**config.mk**
```make
export PLATFORM = sky130hd
export DESIGN_NAME = pe_edge_injector
export DESIGN_NICKNAME = d
export VERILOG_FILES = /design/src/rtl/pe_edge_injector.sv
export SDC_FILE = /design/constraint.sdc
export NUM_CORES = 1
export LEC_CHECK = 0
export CORE_UTILIZATION = 39
export DETAILED_ROUTE_END_ITERATION = 10
export PLACE_DENSITY_LB_ADDON = 0.15
export SLEW_MARGIN = 20
export SYNTH_ARGS = -nofsm -noshare
export SYNTH_HDL_FRONTEND = slang
export SYNTH_SLANG_ARGS = --single-unit
```
**constraint.sdc**
```tcl
create_clock -name clk -period 3.1 [get_ports clk]
set_clock_uncertainty 0.05 [all_clocks]
set_input_delay 0.775 -clock clk [delete_from_list [all_inputs] [get_ports clk]]
set_output_delay 0.775 -clock clk [all_outputs]
set_load 0.01 [all_outputs]
```
**src/rtl/pe_edge_injector.sv**
```systemverilog
// pe_edge_injector: burst-command packet injector feeding a PE ingress port; optional counters via PE_INJECT_STATS_EN
package pe_types;
    localparam int PID_BITS = 4;
    typedef logic [PID_BITS-1:0] pid_t;
    typedef struct packed {
        pid_t        pid;
        logic [31:0] payload;
    } packet_t;
endpackage

module pe_edge_injector
    import pe_types::*;
#(
    parameter int DEPTH = 4,
    parameter int LEN_W = 8
) (
    input  logic                 clk,
    input  logic                 rst,
    input  logic                 cmd_valid,
    output logic                 cmd_ready,
    input  logic [PID_BITS-1:0]  cmd_pid,
    input  logic [LEN_W-1:0]     cmd_len,
    input  logic                 dat_valid,
    output logic                 dat_ready,
    input  logic [31:0]          dat_word,
    input  logic                 flush,
    output logic                 egress_empty,
    output logic [$bits(packet_t)-1:0] egress_rdata,
    input  logic                 egress_deq,
    output logic                 busy,
    output logic [31:0]          pkt_sent,
    output logic [31:0]          stall_cyc
);
    localparam int AW = $clog2(DEPTH);
    localparam int CW = AW + 1;
    localparam logic [CW-1:0] FULL_CNT = CW'(DEPTH);

    typedef enum logic {IDLE, BURST} state_t;

    state_t            state, state_nx;
    logic [LEN_W-1:0]  remaining;
    pid_t              cur_pid;
    packet_t           mem [DEPTH];
    logic [AW-1:0]     wr_ptr, rd_ptr;
    logic [CW-1:0]     count;
    logic              full, empty, cmd_fire, dat_fire, deq_fire;

    assign full         = count == FULL_CNT;
    assign empty        = count == '0;
    assign cmd_ready    = state == IDLE;
    assign dat_ready    = (state == BURST) && !full;
    assign cmd_fire     = cmd_valid && cmd_ready;
    assign dat_fire     = dat_valid && dat_ready;
    assign deq_fire     = egress_deq && !empty;
    assign egress_empty = empty;
    assign egress_rdata = empty ? '0 : mem[rd_ptr];
    assign busy         = (state == BURST) || !empty;

    // Burst sequencing: a header opens a burst, the last word closes it, flush aborts it
    always_comb begin
        state_nx = state;
        if (flush)
            state_nx = IDLE;
        else if (state == IDLE && cmd_fire && cmd_len != '0)
            state_nx = BURST;
        else if (state == BURST && dat_fire && remaining == LEN_W'(1))
            state_nx = IDLE;
    end

    // State register plus the per-burst pid and word countdown
    always_ff @(posedge clk or posedge rst) begin
        if (rst) begin
            state     <= IDLE;
            remaining <= '0;
            cur_pid   <= '0;
        end else begin
            state <= state_nx;
            if (flush)
                remaining <= '0;
            else if (cmd_fire) begin
                cur_pid   <= cmd_pid;
                remaining <= cmd_len;
            end else if (dat_fire)
                remaining <= remaining - LEN_W'(1);
        end
    end

    // Storage array needs no reset: reads are masked while the FIFO is empty
    always_ff @(posedge clk) begin
        if (dat_fire && !flush)
            mem[wr_ptr] <= '{pid: cur_pid, payload: dat_word};
    end

    // Pointers wrap naturally at the power-of-two depth; count tracks occupancy
    always_ff @(posedge clk or posedge rst) begin
        if (rst) begin
            wr_ptr <= '0;
            rd_ptr <= '0;
            count  <= '0;
        end else if (flush) begin
            wr_ptr <= '0;
            rd_ptr <= '0;
            count  <= '0;
        end else begin
            if (dat_fire)
                wr_ptr <= wr_ptr + AW'(1);
            if (deq_fire)
                rd_ptr <= rd_ptr + AW'(1);
            count <= count + CW'(dat_fire) - CW'(deq_fire);
        end
    end

`ifdef PE_INJECT_STATS_EN
    // Free-running statistics, cleared only by reset
    always_ff @(posedge clk or posedge rst) begin
        if (rst) begin
            pkt_sent  <= '0;
            stall_cyc <= '0;
        end else begin
            if (deq_fire && !flush)
                pkt_sent <= pkt_sent + 32'd1;
            if (state == BURST && dat_valid && full)
                stall_cyc <= stall_cyc + 32'd1;
        end
    end
`else
    assign pkt_sent  = '0;
    assign stall_cyc = '0;
`endif
endmodule

```
Floorplan with the power grid:
The bar under the picture is 50 um long. Pins as bars on the die edge.
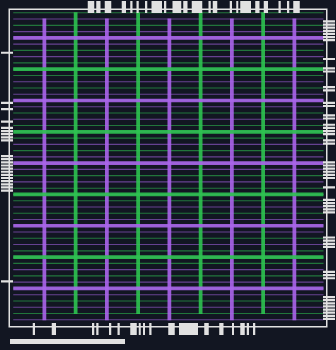
[purple] VSS
[green] VDD
met1 rails: 50
met5 straps: 9
met4 straps: 9
rows: 49
horizontal die dimension: 137 um
maximum VDD drop: 0.421 mV
core area: 18,000 sq um

Cell classes on the final placement:
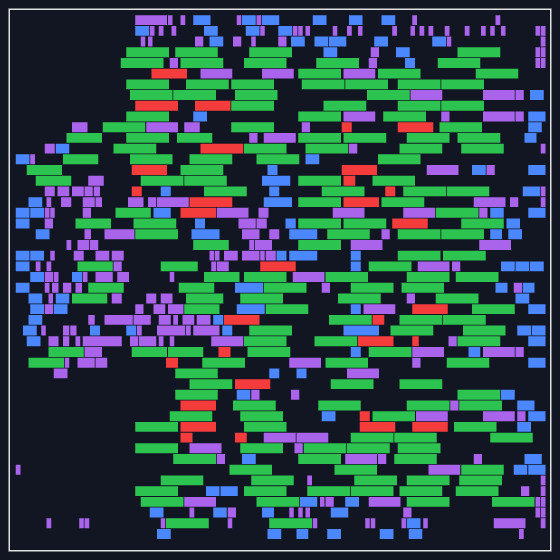
[green] registers | cells: 164 | share of their area: 56%
[blue] remaining buffers and delay cells | cells: 115 | share of their area: 14%
[purple] remaining logic cells | cells: 227 | share of their area: 23%
[red] clock drivers and dummy loads | cells: 31 | share of their area: 7.0%

Clock distribution:
The bar under the picture is 50 um long.
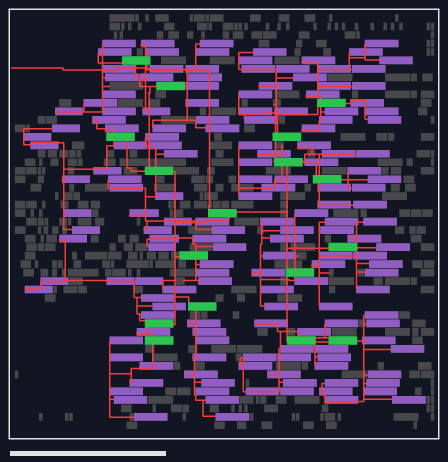
[purple] flip-flops | count: 164
[green] clock-net drivers | count: 17
[red] clock wires | length: 1,710 um
flops lie: widely spread
routed clock nets: 18

Wiring by layer:
The bar under the picture is 50 um long.
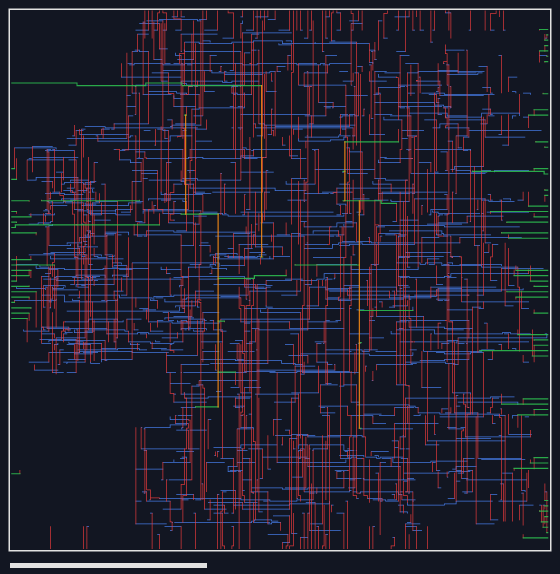
[red] M2 | wire length: 6,780 um
[orange] M4 | wire length: 190 um
[green] M3 | wire length: 542 um
[blue] M1 | wire length: 5,480 um
wirelength, routed: 13,000 um
routed via count: 3,529

Clock routing:
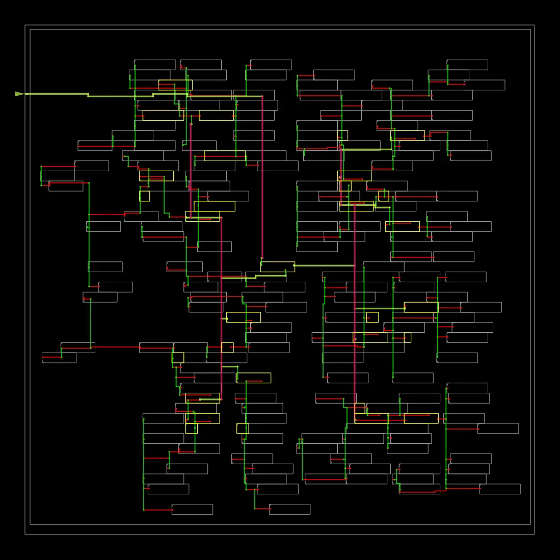
Num Clock Sinks: 164
Layout clock buffers: 17
Inserted Clock Buffers: 17
num sequential: 164
clock latency at the later pin of the worst-skew pair: 0.41 ns

==> results.txt <==
Implementation results.

The flow ran to the end, and the final reports show no timing, DRC or antenna violations. The post-layout total power is approximately 6.5 mW. According to the Yosys statistics, the synthesized design has a chip area of between 7000 and 8000 sq um.

Across the run, the number of max-cap violations was 0. Per the post-synthesis stats, the area per cell is 17.4 sq um. Counting both buffers and inverters, the worst setup path holds a total of 2. After detailed routing, the number of vias per cell comes to around 4.6. The layout summary lists the proportion of cells stronger than drive strength 1 as 0.209. The synthesized netlist handed to floorplanning was reported with a cell count of 409.

The most used standard cell by instance count after synthesis is sky130_fd_sc_hd__edfxtp_1. Per STA, the endpoint of the critical path is egress_rdata[0]. The number of global-route vias before repair is approximately 3.6k. The congestion estimate from routability-driven global placement came to approximately 0.75. The most common logic cells in the final layout are sky130_fd_sc_hd__edfxtp_1, sky130_fd_sc_hd__conb_1, sky130_fd_sc_hd__clkdlybuf4s50_1. The total met2 wirelength after detailed routing is 6780 um. The setup TNS after final layout is 0 ns. Measured against its own limit, the worst slew margin works out to 0.446. For reference, the final report shows the max-slew violation count at 0.

Max fanout on the critical path was recorded as 13. TritonCTS built the clock tree. The register with the most flip-flops in the layout has 144 of them.

Of the post-synthesis cell area, the dominant cell type holds 0.606. The number of endpoints failing setup at the final stage is 0. The worst path needs around 3 ns of the cycle, external delays included. For this run, design rule violations remaining after detail routing come to 0. Summing all flip-flop and latch instances after layout gives 4830 sq um. Logged for this run, the post-placement worst setup slack is 0.309 ns. The number of nets in the finished design is between 500 and 600.

Multi-input logic gates represent a cell area share of 0.219. The floorplan step records an initial core utilization of 0.397.
where the power goes:
group          internal (mW)  total, mW  switching (mW)
Sequential              2.49       2.56          0.0690
Clock                   1.27       2.11           0.835
Combinational           1.04       1.87           0.832
Total                   4.81       6.54            1.74
stage by stage:
stage,instances,utilization,instance area (sq um)
floorplan,472,-,7370
CTS,757,0.489,8790
detailed placement,726,0.456,8190
global route,766,0.497,8930
global placement,726,0.456,8190
finish,766,0.497,8930
logic make-up (layout without fill, tap and decap cells):
family,after synthesis,count (layout),synth area share
xor gates and xnor gates,11,11,0.0135
other,1,64,0.000526
DFF,164,164,0.677
buffers and inverters,89,154,0.0837
and+or+nand+nor,82,82,0.0749
AOI/OAI and AO/OA,12,12,0.0125
adders and majority gates,9,9,0.0168
muxes,41,41,0.121
Power figures rest on the tool's default switching activity, not on a simulated workload.
